File: config.mk
export PLATFORM = sky130hd
export DESIGN_NAME = put_module
export DESIGN_NICKNAME = d
export VERILOG_FILES = /design/src/rtl/ippro_stream_pkg.sv /design/src/rtl/put_skid_fifo.sv /design/src/rtl/put_module.sv
export SDC_FILE = /design/constraint.sdc
export NUM_CORES = 1
export LEC_CHECK = 0
export CAP_MARGIN = 10
export CORE_AREA = 2 2 103 105
export DETAILED_ROUTE_END_ITERATION = 7
export DIE_AREA = 0 0 105 107
export GPL_ROUTABILITY_DRIVEN = 0
export PLACE_DENSITY = 0.55
export SYNTH_ARGS = -nofsm -noshare
export SYNTH_HDL_FRONTEND = slang
export SYNTH_SLANG_ARGS = --single-unit
File: constraint.sdc
create_clock -name CLK -period 3.75 [get_ports CLK]
set_clock_uncertainty 0.05 [all_clocks]
set_input_delay 0.75 -clock CLK [delete_from_list [all_inputs] [get_ports CLK]]
set_output_delay 0.75 -clock CLK [all_outputs]
set_load 0.005 [all_outputs]
File: src/rtl/ippro_stream_pkg.sv
// rtl/ippro_stream_pkg.sv - shared constants and state encoding for IPPro stream blocks
package ippro_stream_pkg;

  localparam int DEFAULT_DATA_WIDTH = 32;
  // core enable-to-valid latency (1) plus the registered core enable (1)
  localparam int DEFAULT_SKID_DEPTH = 2;

  typedef enum logic [1:0] {
    IDLE   = 2'd0,
    STREAM = 2'd1,
    DRAIN  = 2'd2
  } stream_state_t;

  function automatic int count_width(input int depth);
    return $clog2(depth + 1);
  endfunction

endpackage

File: src/rtl/put_skid_fifo.sv
// rtl/put_skid_fifo.sv - small register FIFO with push/pop/count/head for core skid absorption
module put_skid_fifo
  import ippro_stream_pkg::*;
#(
  parameter int DATA_WIDTH = DEFAULT_DATA_WIDTH,
  parameter int DEPTH      = DEFAULT_SKID_DEPTH,
  localparam int CW        = count_width(DEPTH),
  localparam int PW        = (DEPTH > 1) ? $clog2(DEPTH) : 1
) (
  input  logic                  clk,
  input  logic                  reset,
  input  logic                  push,
  input  logic                  pop,
  input  logic [DATA_WIDTH-1:0] push_data,
  output logic [DATA_WIDTH-1:0] head,
  output logic [CW-1:0]         count,
  output logic                  full
);

  logic [DATA_WIDTH-1:0] mem [DEPTH];
  logic [PW-1:0]         rd_ptr;
  logic [PW-1:0]         wr_ptr;
  logic                  do_push;
  logic                  do_pop;

  function automatic logic [PW-1:0] ptr_inc(input logic [PW-1:0] p);
    return (p == PW'(DEPTH - 1)) ? '0 : p + 1'b1;
  endfunction

  assign full    = (count == CW'(DEPTH));
  assign do_pop  = pop && (count != '0);
  // a pop in the same cycle frees the slot, so a push into a full FIFO is still accepted
  assign do_push = push && (!full || do_pop);
  assign head    = mem[rd_ptr];

  always_ff @(posedge clk) begin
    if (do_push) begin
      mem[wr_ptr] <= push_data;
    end
  end

  always_ff @(posedge clk) begin
    if (reset) begin
      rd_ptr <= '0;
      wr_ptr <= '0;
      count  <= '0;
    end else begin
      if (do_push) begin
        wr_ptr <= ptr_inc(wr_ptr);
      end
      if (do_pop) begin
        rd_ptr <= ptr_inc(rd_ptr);
      end
      case ({do_push, do_pop})
        2'b10:   count <= count + CW'(1);
        2'b01:   count <= count - CW'(1);
        default: count <= count;
      endcase
    end
  end

endmodule

File: src/rtl/put_module.sv
// rtl/put_module.sv - writes IPPro core results into the output FIFO with skid absorption and core stall
module put_module
  import ippro_stream_pkg::*;
#(
  parameter int DATA_WIDTH = DEFAULT_DATA_WIDTH,
  parameter int SKID_DEPTH = DEFAULT_SKID_DEPTH
) (
  input  logic                  CLK,
  input  logic                  RESET,
  input  logic                  ENABLE,
  input  logic                  CORE_VALID,
  input  logic [DATA_WIDTH-1:0] CORE_DATA,
  input  logic                  FULL,
  output logic                  ENABLE_CORE,
  output logic                  FIFO_WRITE_EN,
  output logic [DATA_WIDTH-1:0] FIFO_DATA,
  output logic [1:0]            SKID_COUNT,
  output logic                  OVERFLOW
);

  localparam int CW = count_width(SKID_DEPTH);

  stream_state_t         state;
  stream_state_t         state_next;
  logic [CW-1:0]         skid_count;
  logic [DATA_WIDTH-1:0] skid_head;
  logic                  skid_full;
  logic                  skid_empty;
  logic                  pop;
  logic                  push;
  logic                  drop;
  logic                  next_empty;
  logic                  full_q;
  logic                  overflow_q;

  assign skid_empty    = (skid_count == '0);
  assign FIFO_WRITE_EN = !RESET && ENABLE && !FULL && (!skid_empty || CORE_VALID);
  // skid always drains ahead of live core data to keep strict ordering
  assign FIFO_DATA     = skid_empty ? CORE_DATA : skid_head;

  assign pop  = FIFO_WRITE_EN && !skid_empty;
  assign push = CORE_VALID && !(FIFO_WRITE_EN && skid_empty);
  assign drop = push && skid_full && !pop;

  always_comb begin
    next_empty = 1'b0;
    if (skid_empty) begin
      next_empty = !push;
    end else if (skid_count == CW'(1)) begin
      next_empty = pop && !push;
    end
  end

  put_skid_fifo #(
    .DATA_WIDTH(DATA_WIDTH),
    .DEPTH     (SKID_DEPTH)
  ) u_skid (
    .clk      (CLK),
    .reset    (RESET),
    .push     (push),
    .pop      (pop),
    .push_data(CORE_DATA),
    .head     (skid_head),
    .count    (skid_count),
    .full     (skid_full)
  );

  always_comb begin
    state_next = state;
    case (state)
      IDLE: begin
        if (ENABLE) begin
          state_next = next_empty ? STREAM : DRAIN;
        end
      end
      STREAM: begin
        if (!ENABLE) begin
          state_next = IDLE;
        end else if (!next_empty) begin
          state_next = DRAIN;
        end
      end
      DRAIN: begin
        if (!ENABLE) begin
          state_next = IDLE;
        end else if (next_empty) begin
          state_next = STREAM;
        end
      end
      default: state_next = IDLE;
    endcase
  end

  always_ff @(posedge CLK) begin
    if (RESET) begin
      state      <= IDLE;
      full_q     <= 1'b1;
      overflow_q <= 1'b0;
    end else begin
      state  <= state_next;
      full_q <= FULL;
      if (drop) begin
        overflow_q <= 1'b1;
      end
    end
  end

  // STREAM is entered exactly when ENABLE was high and the skid ends up empty,
  // so the core enable is that registered state qualified by last cycle's FULL
  assign ENABLE_CORE = (state == STREAM) && !full_q;
  assign SKID_COUNT  = 2'(skid_count);
  assign OVERFLOW    = overflow_q;

endmodule

Fig. 1: metal 3
Bar = 20 µm.
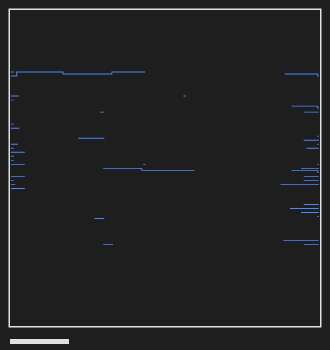
share of all routed wire: 4.0%
longest straight run: 17.7 µm

Fig. 2: met2 routing
Bar = 20 µm.
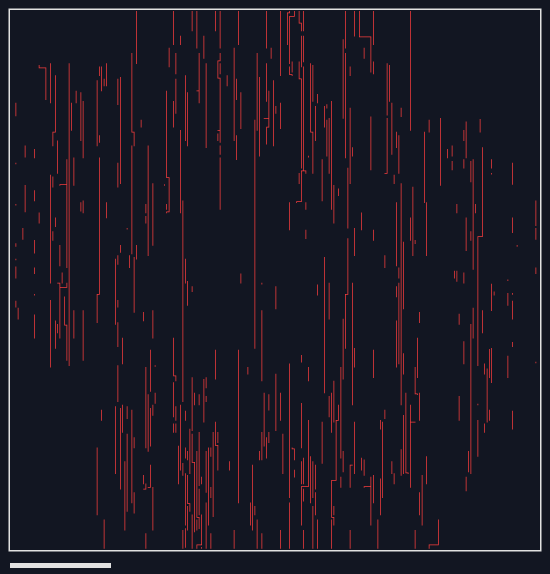
share of all routed wire: 48%
main direction: vertical
nets with wire on the layer: 262

==> notes.md <==
run results: status completed, Sequential Power 0.00102 W, worst reg2reg startpoint u_skid.count[0], Post-CTS Setup Bufs 0, syn_area_per_cell 13.9 µm², f_max 0.323 GHz, CP max FO 5, Top class by area flip-flops and latches, logic share of the area 0.209, ys async rst share 0, max reg flops 64, combinational group power 0.000705 W, Seq share, synth 0.689, max-slew violations 0, Seq cells post-synth 73, Area Growth Syn to Fin 37.3%, GR Overflow Total 0, part of the power in registers 0.418, kind of cell adding the most delay to the critical path buffers and inverters, CP most frequent cell clkdlybuf4s50_1, critical path endpoint FIFO_WRITE_EN, top logic cells by instance count in the layout clkdlybuf4s50_1, edfxtp_1, nand2_1, o21ai_1, mux2i_1, flop share of the area 0.502, chip area 0.0112 mm², number of setup violations in the final report 0, count leader, synth edfxtp_1, post-cts sizing count 0, Mapped Cells 219, CP startpoint ENABLE, Core ar. 0.0101 mm², CP endpoint kind primary output, pin count of the biggest net entering global routing 37, share of cells above drive strength 1 0.0954, non-filler cells, final 440, DR top layer met4, slowest stage delay, CP 0.54 ns, WS Path Type input pin to primary output, n_taps 136, Antenna Violating Nets Remaining 0, maximum vdd drop 359 µV, H-Tree Depth 3, Lkg Pwr 1.43 nW, dpl cells 424, Startpoint Class input pin, grt peak-use layer met2, Worst EP arrival 2.29 ns, fin nets 340, slowest CP cell clkdlybuf4s50_1, met3 WL post-DR 236 µm, GR Util met2 0.179, Signal buffers 81, hold path depth 2, Unique cell types 32, Min-Delay Endpoint OVERFLOW, Final WS setup 0.657 ns, Initial Util 0.303, Syn Std Cell Area 0.00305 mm², Comb area 877 µm², YS warnings 0, Root Buffer clkbuf_8, M1 WL 2690 µm, crit path time final 3.09 ns, met3 Use GR 0.0292, Final Power 0.00244 W, Signal buf overhead 0.189, combinational share of power 0.289, Simple-Gate Fraction of Synth Area 0.0828, worst slack at placement 0.640 ns, Reg with most FFs u_skid.mem, Max Root-Sink Buffers 2, row count 37, FF-to-FF End u_skid.mem[1][27], DR pass1 iterations 3, Post-Syn Nets 260, clock network power share 0.293, design area 0.00419 mm², Post-synth top cells edfxtp_1, nand2_1, o21ai_1, invs w/o clock 5, MaxCap Viol Count 0, via count of the first global-routing pass 1,893, TNS Setup 0 ns, die height 107 µm, combinational gates 129, fill count 1,018, area leader, netlist edfxtp_1, ao+oa area frac 0.0660, R2R depth 7, post-layout period usage of the worst path 0.825, Worst Max-Slew Pin Slew 0.464 ns, Worst-Skew Late Latency 0.33 ns, Mux cell area share 0.110, R2R Setup Slk 1.37 ns, Net Sw Frac 0.257, CTS tree done, XORs/XNORs by Area 0.00861, WL met2 2820 µm, Power Dens Cells 581 mW/mm², P_sw 0.000627 W, initial antenna violation count 0, Worst-path clk slew 0.07 ns, CP Cell Sequence clkdlybuf4s50_1 -> nor3b_2 -> a21boi_1 -> clkdlybuf4s50_1, Hold Crit Start OVERFLOW, top cells, area edfxtp_1, mux2i_1, dfxtp_1, Int Power 0.00181 W, Placed Area 0.00396 mm², post-layout util 0.415, Port Buffers 73, WL/cell 13.3 µm, Die X 105 µm, hold buffer count at CTS 0, 1st-iter DRT viols 37, worst rel slew slack 0.691, hold crit path type flop to flop, via/cell ratio 4.29, Sink Count 73, yosys stat cell total 219, DRC Markers 0, Commonest Layout Cell clkdlybuf4s50_1, Top pwr grp sequential cells, biggest regs u_skid.mem (64), state (2), u_skid.count (2), Final Hold Viols 0, Synth Flop Type edfxtp_1, Buffers & Inverters on Critical Path 2, Adder Share, Synth 0.0164
Fig. 3: clock wiring as the flow saved it
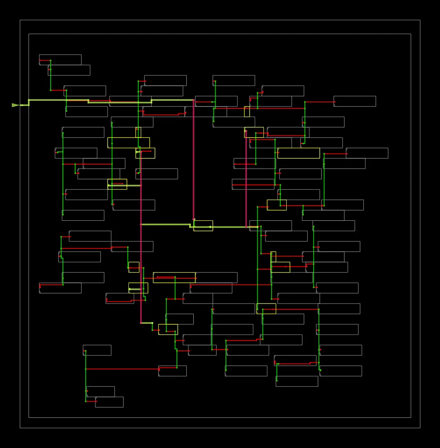
clock buffers: 9
Clock net power: 0.000713 W
Seq Cell Count: 73
CTS buffer count: 9

Fig. 4: the metal 1 layer
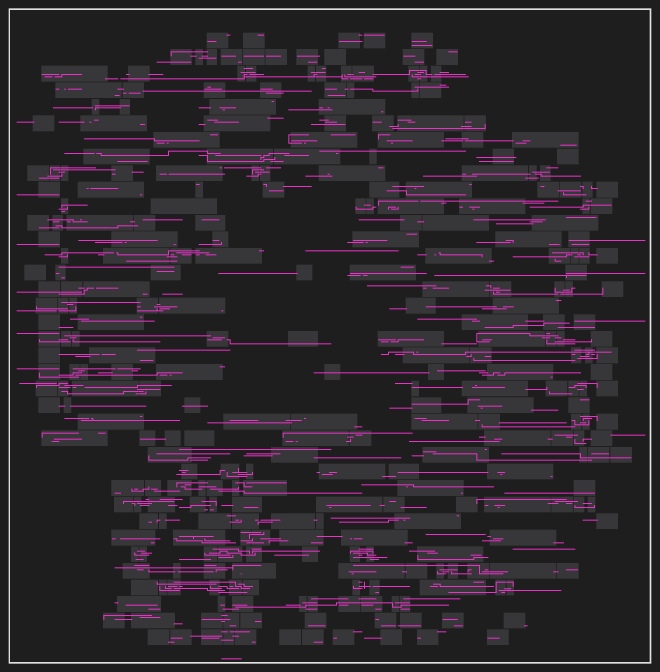
longest straight run: 27.6 µm
wire length on this layer: 2,690 µm
WL final: 5850 µm
met1 usage: 0.127
vias: 1,888

Power is estimated from default activity; no workload was simulated.
